Fig. 1: routed metal, one color a layer
Two of the layers only.
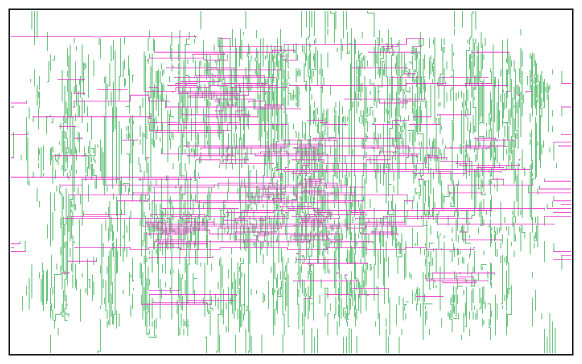
Fig. 2: I/O nets highlighted
Scale bar: 50 um.
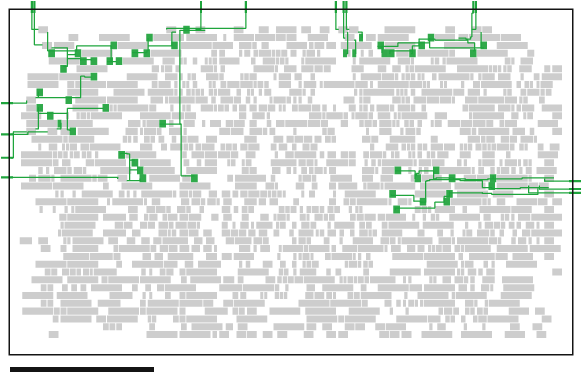
Fig. 3: congestion heat map
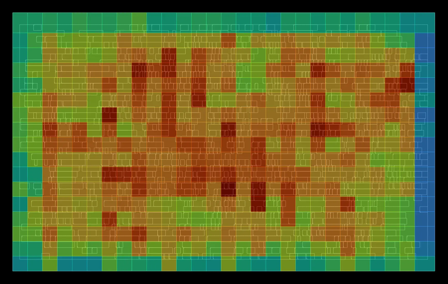
Fig. 4: register map, names as in the netlist
Scale bar: 50 um.
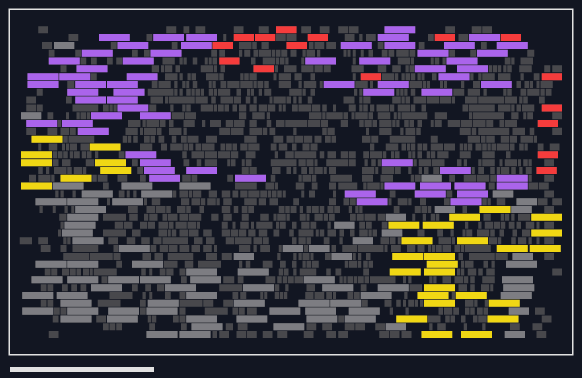
<file path="config.mk">
export PLATFORM = sky130hd
export DESIGN_NAME = lp_sched_monitor
export DESIGN_NICKNAME = d
export VERILOG_FILES = /design/src/rtl/lp_sched_monitor.sv
export SDC_FILE = /design/constraint.sdc
export NUM_CORES = 1
export LEC_CHECK = 0
export CORE_ASPECT_RATIO = 0.6
export CORE_MARGIN = 3
export CORE_UTILIZATION = 55
export CTS_CLUSTER_SIZE = 28
export DETAILED_ROUTE_END_ITERATION = 10
export GPL_TIMING_DRIVEN = 1
export PLACE_DENSITY = 0.72
export SLEW_MARGIN = 10
export SYNTH_ARGS = -nofsm -noshare
export SYNTH_HDL_FRONTEND = slang
export SYNTH_SLANG_ARGS = --single-unit
</file>
<file path="constraint.sdc">
create_clock -name clk -period 11.8 [get_ports clk]
set_input_delay 2.95 -clock clk [delete_from_list [all_inputs] [get_ports clk]]
set_output_delay 2.95 -clock clk [all_outputs]
set_load 0.02 [all_outputs]
</file>
<file path="src/rtl/lp_sched_monitor.sv">
// rtl/lp_sched_monitor.sv - core/LP conflict monitor with ordered release and starvation tracking
module lp_sched_monitor #(
  parameter int NUM_CORE      = 4,
  parameter int NB_COREID     = $clog2(NUM_CORE),
  parameter int NUM_LP        = 8,
  parameter int NB_LPID       = $clog2(NUM_LP),
  parameter int TIME_WID      = 16,
  parameter int NB_HIST_DEPTH = 4,
  parameter int WAIT_WID      = 8,
  parameter int MAX_WAIT      = 200
) (
  input  logic                              clk,
  input  logic                              reset,
  input  logic                              disp_vld,
  input  logic [NB_COREID-1:0]              disp_core,
  input  logic [NB_LPID-1:0]                disp_lp,
  input  logic [TIME_WID-1:0]               disp_time,
  input  logic                              ret_vld,
  input  logic [NB_COREID-1:0]              ret_core,
  input  logic [NB_HIST_DEPTH-1:0]          ret_hist,
  output logic [NUM_CORE-1:0]               stall,
  output logic [NB_HIST_DEPTH*NUM_CORE-1:0] core_hist_cnt,
  output logic [TIME_WID-1:0]               min_time,
  output logic                              min_time_vld,
  output logic [NUM_CORE-1:0]               starve,
  output logic                              err_disp,
  output logic                              err_ret
);

  typedef enum logic [1:0] {
    S_IDLE  = 2'd0,
    S_RUN   = 2'd1,
    S_STALL = 2'd2
  } core_st_t;

  core_st_t                 st     [NUM_CORE];
  core_st_t                 st_nxt [NUM_CORE];
  logic [NB_LPID-1:0]       tbl_lp   [NUM_CORE];
  logic [TIME_WID-1:0]      tbl_time [NUM_CORE];
  logic [NB_HIST_DEPTH-1:0] lp_hist  [NUM_LP];
  logic [NB_HIST_DEPTH-1:0] hist_q   [NUM_CORE];
  logic [WAIT_WID-1:0]      wait_cnt [NUM_CORE];

  logic                     ret_ok;
  logic [NB_LPID-1:0]       ret_lp;
  logic                     disp_ok;
  logic                     rel_found;
  logic [NB_COREID-1:0]     rel_core;
  logic [TIME_WID-1:0]      rel_time;
  logic                     conflict;
  logic [NB_HIST_DEPTH-1:0] disp_hist;
  logic                     tree_vld;
  logic [TIME_WID-1:0]      tree_time;

  // Qualify retire and dispatch against pre-edge core state; retire is judged first
  always_comb begin
    ret_ok  = ret_vld && (st[ret_core] == S_RUN);
    ret_lp  = tbl_lp[ret_core];
    disp_ok = disp_vld && ((st[disp_core] == S_IDLE) || (ret_ok && (disp_core == ret_core)));
    disp_hist = (ret_ok && (ret_lp == disp_lp)) ? ret_hist : lp_hist[disp_lp];
  end

  // Pick the waiter on the retiring core's LP with the smallest time, lowest id on ties
  always_comb begin
    rel_found = 1'b0;
    rel_core  = '0;
    rel_time  = '0;
    for (int c = 0; c < NUM_CORE; c++) begin
      if (ret_ok && (st[c] == S_STALL) && (tbl_lp[c] == ret_lp) &&
          (NB_COREID'(c) != ret_core) && !(disp_ok && (NB_COREID'(c) == disp_core))) begin
        if (!rel_found || (tbl_time[c] < rel_time)) begin
          rel_found = 1'b1;
          rel_core  = NB_COREID'(c);
          rel_time  = tbl_time[c];
        end
      end
    end
  end

  // Dispatch conflicts with any other core still busy after this cycle's retire (released cores stay busy)
  always_comb begin
    conflict = 1'b0;
    for (int c = 0; c < NUM_CORE; c++) begin
      if ((NB_COREID'(c) != disp_core) && (st[c] != S_IDLE) &&
          !(ret_ok && (NB_COREID'(c) == ret_core)) && (tbl_lp[c] == disp_lp)) begin
        conflict = 1'b1;
      end
    end
  end

  // Per-core next state: retire, then release, then dispatch (dispatch may reuse the retiring core)
  always_comb begin
    for (int c = 0; c < NUM_CORE; c++) begin
      st_nxt[c] = st[c];
    end
    if (ret_ok) begin
      st_nxt[ret_core] = S_IDLE;
    end
    if (rel_found) begin
      st_nxt[rel_core] = S_RUN;
    end
    if (disp_ok) begin
      st_nxt[disp_core] = conflict ? S_STALL : S_RUN;
    end
  end

  // Core state register
  always_ff @(posedge clk) begin
    for (int c = 0; c < NUM_CORE; c++) begin
      if (!reset) begin
        st[c] <= S_IDLE;
      end else begin
        st[c] <= st_nxt[c];
      end
    end
  end

  // Table of (lp, time) held by each core, written on accepted dispatch
  always_ff @(posedge clk) begin
    if (!reset) begin
      for (int c = 0; c < NUM_CORE; c++) begin
        tbl_lp[c]   <= '0;
        tbl_time[c] <= '0;
      end
    end else if (disp_ok) begin
      tbl_lp[disp_core]   <= disp_lp;
      tbl_time[disp_core] <= disp_time;
    end
  end

  // LP history table and per-core history handed out on dispatch/release
  always_ff @(posedge clk) begin
    if (!reset) begin
      for (int l = 0; l < NUM_LP; l++) begin
        lp_hist[l] <= '0;
      end
      for (int c = 0; c < NUM_CORE; c++) begin
        hist_q[c] <= '0;
      end
    end else begin
      if (ret_ok) begin
        lp_hist[ret_lp] <= ret_hist;
      end
      if (rel_found) begin
        hist_q[rel_core] <= ret_hist;
      end
      if (disp_ok) begin
        hist_q[disp_core] <= disp_hist;
      end
    end
  end

  // Pack per-core history onto the flat output bus
  always_comb begin
    core_hist_cnt = '0;
    for (int c = 0; c < NUM_CORE; c++) begin
      core_hist_cnt[c*NB_HIST_DEPTH +: NB_HIST_DEPTH] = hist_q[c];
    end
  end

  // Stall-age counters; stall and starve are registered views of the current state
  always_ff @(posedge clk) begin
    for (int c = 0; c < NUM_CORE; c++) begin
      if (!reset) begin
        wait_cnt[c] <= '0;
        stall[c]    <= 1'b0;
        starve[c]   <= 1'b0;
      end else begin
        if ((st_nxt[c] == S_STALL) && (st[c] == S_STALL)) begin
          if (wait_cnt[c] != {WAIT_WID{1'b1}}) begin
            wait_cnt[c] <= wait_cnt[c] + 1'b1;
          end
        end else begin
          wait_cnt[c] <= '0;
        end
        stall[c]  <= (st[c] == S_STALL);
        starve[c] <= (st[c] == S_STALL) && (wait_cnt[c] >= WAIT_WID'(MAX_WAIT));
      end
    end
  end

  // Reduction-tree minimum of busy cores' timestamps (heap layout, leaves at NUM_CORE..2*NUM_CORE-1)
  always_comb begin
    logic                nd_v [2*NUM_CORE];
    logic [TIME_WID-1:0] nd_t [2*NUM_CORE];
    for (int i = 0; i < 2*NUM_CORE; i++) begin
      nd_v[i] = 1'b0;
      nd_t[i] = '0;
    end
    for (int c = 0; c < NUM_CORE; c++) begin
      nd_v[NUM_CORE+c] = (st[c] != S_IDLE);
      nd_t[NUM_CORE+c] = tbl_time[c];
    end
    for (int i = NUM_CORE-1; i >= 1; i--) begin
      nd_v[i] = nd_v[2*i] || nd_v[2*i+1];
      if (nd_v[2*i] && nd_v[2*i+1]) begin
        nd_t[i] = (nd_t[2*i+1] < nd_t[2*i]) ? nd_t[2*i+1] : nd_t[2*i];
      end else if (nd_v[2*i+1]) begin
        nd_t[i] = nd_t[2*i+1];
      end else begin
        nd_t[i] = nd_t[2*i];
      end
    end
    tree_vld  = nd_v[1];
    tree_time = nd_v[1] ? nd_t[1] : '0;
  end

  // Register the minimum timestamp of busy cores
  always_ff @(posedge clk) begin
    if (!reset) begin
      min_time     <= '0;
      min_time_vld <= 1'b0;
    end else begin
      min_time     <= tree_time;
      min_time_vld <= tree_vld;
    end
  end

  // Sticky protocol error flags
  always_ff @(posedge clk) begin
    if (!reset) begin
      err_disp <= 1'b0;
      err_ret  <= 1'b0;
    end else begin
      err_disp <= err_disp | (disp_vld && !disp_ok);
      err_ret  <= err_ret  | (ret_vld && !ret_ok);
    end
  end

endmodule

</file>
==> impl_metrics.env <==
# flow metrics
export IMPL_io_pins=74
export IMPL_synthAoiAreaFrac=0.129
export IMPL_powerClk_uw=578
export IMPL_nMultiInputCombCells=866
export IMPL_grt_overflow=0
export IMPL_slew_headroom=0.161
export IMPL_mux_area_frac=0.0470
export IMPL_core_area_um2=20600
export IMPL_layout_top_cells="edfxtp_1 (156), nor2_1 (106), nand2_1 (99)"
export IMPL_cts_root_buf="clkbuf_16"
export IMPL_buffers=99
export IMPL_clk_share=0.0419
export IMPL_top_logic_kind="simple AND/OR/NAND/NOR gates"
export IMPL_netSwitchingFraction=0.266
export IMPL_p_leak_uw=0.00524
export IMPL_tightest_slew_ps=1250
export IMPL_fp_util=0.577
export IMPL_p_sw_uw=416
export IMPL_fill_cells=1656
export IMPL_viasPerCell=6.27
export IMPL_crit_family="simple AND/OR/NAND/NOR gates"
export IMPL_cp_num_buf_inv=5
export IMPL_numPortBuffers=73
export IMPL_antenna_found_initial=0
export IMPL_area_delta_synth_final_pct=14.2
export IMPL_nets=1364
export IMPL_layout_top_cell="edfxtp_1"
export IMPL_dp_hpwl_um=25400
export IMPL_status="finished, final reports clean"
export IMPL_synth_cell_types=74
export IMPL_drc=0
export IMPL_fin_cells=1521
export IMPL_critPathMaxFanout=18
export IMPL_start_kind="input pin"
export IMPL_cts_tree="yes"
export IMPL_regArea_um2=5390
export IMPL_crit_slowest_cell="or4_1"
export IMPL_seq_cell_power_uw=773
-- Fig. 1 (at the start) --
color	layer	wire length
green	metal 2	12,900 um
magenta	metal 3	4,270 um

-- Fig. 2 (at the start) --
color	port	bits	direction	edge	end cells	wire
green	disp_time	16	input	9 top, 4 left, 3 right	49	779 um

-- Fig. 3 (at the start) --
GRT met3 Usage: 0.0828
GR Util met1: 0.481
GRT Total Usage: 0.296
global routing usage on met2: 0.385

-- Fig. 4 (at the start) --
color	name in the netlist	placed flops
purple	tbl_time	64
red	min_time	16
yellow	wait_cnt	32

metrics by stage:
stage	setup TNS (ps)	hold slack, ps	setup WS (ps)
2_1_floorplan	0	516	658
3_3_place_gp	0	486	266
3_5_place_dp	-236	489	-29.6
4_1_cts	0	509	368
5_1_grt	0	514	27.3
6_report	0	503	367
registers in the layout (all words and copies together), names as in the netlist, 4 cells and up:
register  flops
tbl_time     64
lp_hist      32
wait_cnt     32
hist_q       16
min_time     16
tbl_lp       12
st            8
stall         4
starve        4
layer usage:
layer | routed length [um] | vias up | track usage | part of all wire
met5 | 0 | - | 0 | 0
met4 | 448 | 0 | 0.0614 | 0.013
li1 | - | 4393 | - | -
met2 | 12900 | 528 | 0.385 | 0.38
met1 | 16200 | 4568 | 0.481 | 0.48
met3 | 4270 | 45 | 0.0828 | 0.13
